### Where the registers sit

Other sequential cells in the stronger grey, the rest of the logic in the fainter grey.
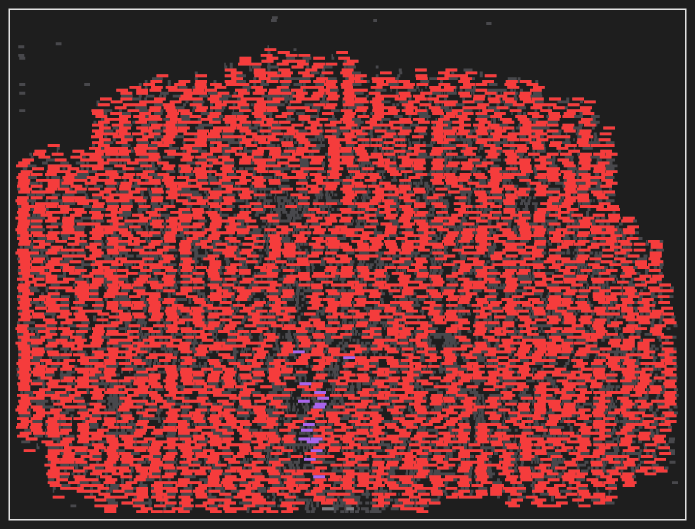
### Cell density map

The die is cut into 32 by 24 equal tiles; black is low, pale yellow is high, 0 to 100% covered.
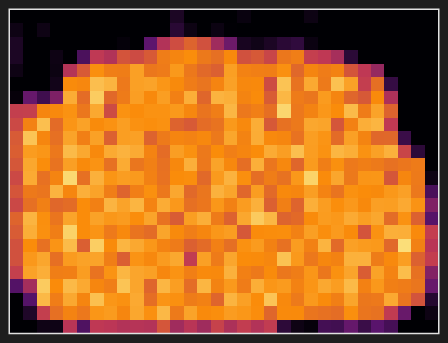
### Routing congestion

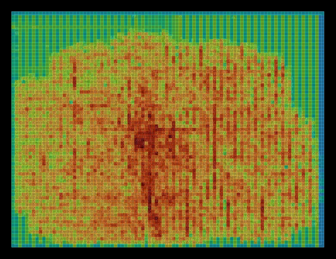
File: src/rtl/imem_sync.sv
// imem_sync: synchronous instruction memory with a valid/ready fetch port,
// a program-load write port and branch-redirect flush.
//
// Ports:
//   clk        in   clock, all state changes on the rising edge
//   rst        in   synchronous active-high reset
//   req_valid  in   fetch request present
//   req_ready  out  fetch can be accepted this cycle (IDLE, no flush, no reset)
//   req_pc     in   byte address of the instruction [ADDR_W]
//   rsp_valid  out  response present
//   rsp_ready  in   consumer takes the response this cycle
//   rsp_instr  out  fetched instruction [DATA_W], zero when rsp_valid=0
//   rsp_err    out  misaligned or out-of-range fetch
//   flush      in   drop any in-flight or pending fetch
//   ld_en      in   program-load write strobe
//   ld_addr    in   load word index [log2(DEPTH)]
//   ld_data    in   load word [DATA_W]
module imem_sync #(
    parameter int DATA_W  = 16,
    parameter int ADDR_W  = 16,
    parameter int DEPTH   = 256,
    parameter int LATENCY = 1
) (
    input  logic                     clk,
    input  logic                     rst,
    input  logic                     req_valid,
    output logic                     req_ready,
    input  logic [ADDR_W-1:0]        req_pc,
    output logic                     rsp_valid,
    input  logic                     rsp_ready,
    output logic [DATA_W-1:0]        rsp_instr,
    output logic                     rsp_err,
    input  logic                     flush,
    input  logic                     ld_en,
    input  logic [$clog2(DEPTH)-1:0] ld_addr,
    input  logic [DATA_W-1:0]        ld_data
);

    localparam int BYTES   = DATA_W / 8;
    localparam int ALIGN_W = $clog2(BYTES);
    localparam int IDX_W   = $clog2(DEPTH);
    localparam logic [1:0]        CNT_INIT   = 2'(LATENCY - 1);
    localparam logic [ADDR_W-1:0] ALIGN_MASK = ADDR_W'(BYTES - 1);

    typedef enum logic [1:0] {
        S_IDLE = 2'd0,
        S_WAIT = 2'd1,
        S_RESP = 2'd2
    } state_t;

    state_t            r_state;
    state_t            w_state_nxt;
    logic [1:0]        r_cnt;
    logic [1:0]        w_cnt_nxt;
    logic [DATA_W-1:0] r_mem [DEPTH];
    logic [DATA_W-1:0] r_data;
    logic              r_err;

    logic [ADDR_W-1:0] w_idx;
    logic [IDX_W-1:0]  w_ridx;
    logic              w_misalign;
    logic              w_oor;
    logic              w_fault;
    logic              w_accept;
    logic              w_ld_ok;

    assign w_idx      = req_pc >> ALIGN_W;
    assign w_ridx     = IDX_W'(w_idx);
    assign w_misalign = (req_pc & ALIGN_MASK) != '0;
    assign w_oor      = 32'(w_idx) >= 32'(DEPTH);
    assign w_fault    = w_misalign | w_oor;

    // Reset and flush both block acceptance so neither can race a new fetch.
    assign req_ready  = (r_state == S_IDLE) && !flush && !rst;
    assign w_accept   = req_valid && req_ready;
    assign w_ld_ok    = !rst && ld_en && (32'(ld_addr) < 32'(DEPTH));

    // Response outputs are gated by state, so the latched data needs no reset.
    assign rsp_valid  = (r_state == S_RESP);
    assign rsp_instr  = rsp_valid ? r_data : '0;
    assign rsp_err    = rsp_valid & r_err;

    always_comb begin
        w_state_nxt = r_state;
        w_cnt_nxt   = r_cnt;
        if (flush) begin
            w_state_nxt = S_IDLE;
            w_cnt_nxt   = 2'd0;
        end else begin
            case (r_state)
                S_IDLE: begin
                    if (w_accept) begin
                        if (LATENCY == 1) begin
                            w_state_nxt = S_RESP;
                        end else begin
                            w_state_nxt = S_WAIT;
                            w_cnt_nxt   = CNT_INIT;
                        end
                    end
                end
                S_WAIT: begin
                    // Leaving on count 1 makes RESP visible after LATENCY-1
                    // further edges, so the response is sampled LATENCY
                    // edges after acceptance.
                    if (r_cnt <= 2'd1) begin
                        w_state_nxt = S_RESP;
                        w_cnt_nxt   = 2'd0;
                    end else begin
                        w_cnt_nxt = r_cnt - 2'd1;
                    end
                end
                S_RESP: begin
                    // No accept here: req_ready is low outside IDLE, so the
                    // next fetch is taken the cycle after consumption.
                    if (rsp_ready) begin
                        w_state_nxt = S_IDLE;
                    end
                end
                default: begin
                    w_state_nxt = S_IDLE;
                    w_cnt_nxt   = 2'd0;
                end
            endcase
        end
    end

    always_ff @(posedge clk) begin
        if (rst) begin
            r_state <= S_IDLE;
            r_cnt   <= 2'd0;
        end else begin
            r_state <= w_state_nxt;
            r_cnt   <= w_cnt_nxt;
        end
    end

    // The read uses the pre-edge array value, so a same-cycle load to the
    // same index returns the old word.
    always_ff @(posedge clk) begin
        if (w_accept) begin
            r_data <= w_fault ? '0 : r_mem[w_ridx];
            r_err  <= w_fault;
        end
    end

    always_ff @(posedge clk) begin
        if (w_ld_ok) begin
            r_mem[ld_addr] <= ld_data;
        end
    end

endmodule

File: config.mk
export PLATFORM = sky130hd
export DESIGN_NAME = imem_sync
export DESIGN_NICKNAME = d
export VERILOG_FILES = /design/src/rtl/imem_sync.sv
export SDC_FILE = /design/constraint.sdc
export NUM_CORES = 2
export LEC_CHECK = 0
export CORE_ASPECT_RATIO = 0.75
export CORE_MARGIN = 5
export CORE_UTILIZATION = 55
export CTS_BUF_LIST = sky130_fd_sc_hd__clkbuf_4
export DETAILED_ROUTE_END_ITERATION = 8
export GPL_TIMING_DRIVEN = 1
export PLACE_DENSITY = 0.71
export SYNTH_ARGS = -nofsm -noshare
export SYNTH_HDL_FRONTEND = slang
export SYNTH_SLANG_ARGS = --single-unit
File: constraint.sdc
create_clock -name clk -period 8.9 [get_ports clk]
set_input_delay 1.335 -clock clk [delete_from_list [all_inputs] [get_ports clk]]
set_output_delay 1.335 -clock clk [all_outputs]
set_load 0.01 [all_outputs]
==> impl_metrics.json <==
{
  "ff_count": 4114,
  "sh_comb_area_pct": 18.6,
  "ant_nets": 0,
  "hold_class": "in -> reg",
  "hold_path_depth": 1,
  "cellLeakagePower_nw": 57.0,
  "areaGrowthSynthToFinish_pct": 10.9,
  "status": "finished clean",
  "cp-start-kind": "input port",
  "grt_overflow": 0,
  "ys_sh_aoi_pct": 3.61,
  "rows": 171,
  "grt_setup_unrepaired": "no",
  "hold_buffers": 0,
  "max_clock_freq_mhz": 219,
  "reg2reg_from": "r_mem[49][15]",
  "power.share.switching_pct": 22.1,
  "synthCells": 7485,
  "totalWireLength_mm": 417,
  "final-hold-violation-count": 0,
  "yosys_warnings": 0,
  "fp.dieH_um": 476,
  "synth-edff-count": 4113,
  "fin_skew_ns": 0.120,
  "cp.depth": 9,
  "postCtsSetupRepairBufs": 0,
  "cpMaxStageDelayCell": "a21oi_1",
  "cts_tree": "built",
  "async_flop_share_pct": 0,
  "max_stage_delay_ns": 0.91,
  "final_max_slew_viol_count": 0,
  "inv_count": 7,
  "wl_per_cell_um": 32.1,
  "die-width_um": 632,
  "dr_wl_met3_mm": 58.1,
  "ys_seq_share_pct": 77.5,
  "grt_max_degree": 162,
  "nNonClkBuffers": 447,
  "clock.latency.late_pin_ns": 1.44,
  "setup_ws_ns": 4.33,
  "slew_headroom_pct": 8.95,
  "fin_area_um2": 177000,
  "logic_gate_count": 2923,
  "largest_reg_flops": 4096,
  "yosys_cells": 7485,
  "power_leader": "registers",
  "synth-simple-area-share_pct": 2.05,
  "fp.coreArea_um2": 289000,
  "regArea_um2": 124000,
  "met1_length_mm": 162,
  "top_cells_by_count": "edfxtp_1, mux4_2, mux2i_1",
  "drv_cap": 0,
  "grt_util_all_layers_pct": 27.3,
  "worstSetupStartpoint": "req_pc[2]",
  "diodes": 25,
  "fa_ha_area_share_pct": 0,
  "cell_internal_pwr_mw": 29.3,
  "worst_slew_pin_slew_ns": 1.36,
  "min_period_ns": 4.57,
  "cts_resized": 0,
  "final_cell_mix": "edfxtp_1, clkbuf_4, mux4_2",
  "use_met2_pct": 37.9
}
Notes on 'Where the registers sit' above:
Key: `r_data` = purple [flops 16, where south]; `r_mem` = red [flops 4096, where spread over the die]
Another 2 sequential cells are not coloured.

Notes on 'Cell density map' above:
The emptiest ninth of the die: north-east. The fullest tile reaches 93%. 33% of the tiles are over 75% full. 15% of the tiles are nearly empty.

Notes on 'Routing congestion' above:
final core occ: 61.2%
GR peak layer: met1

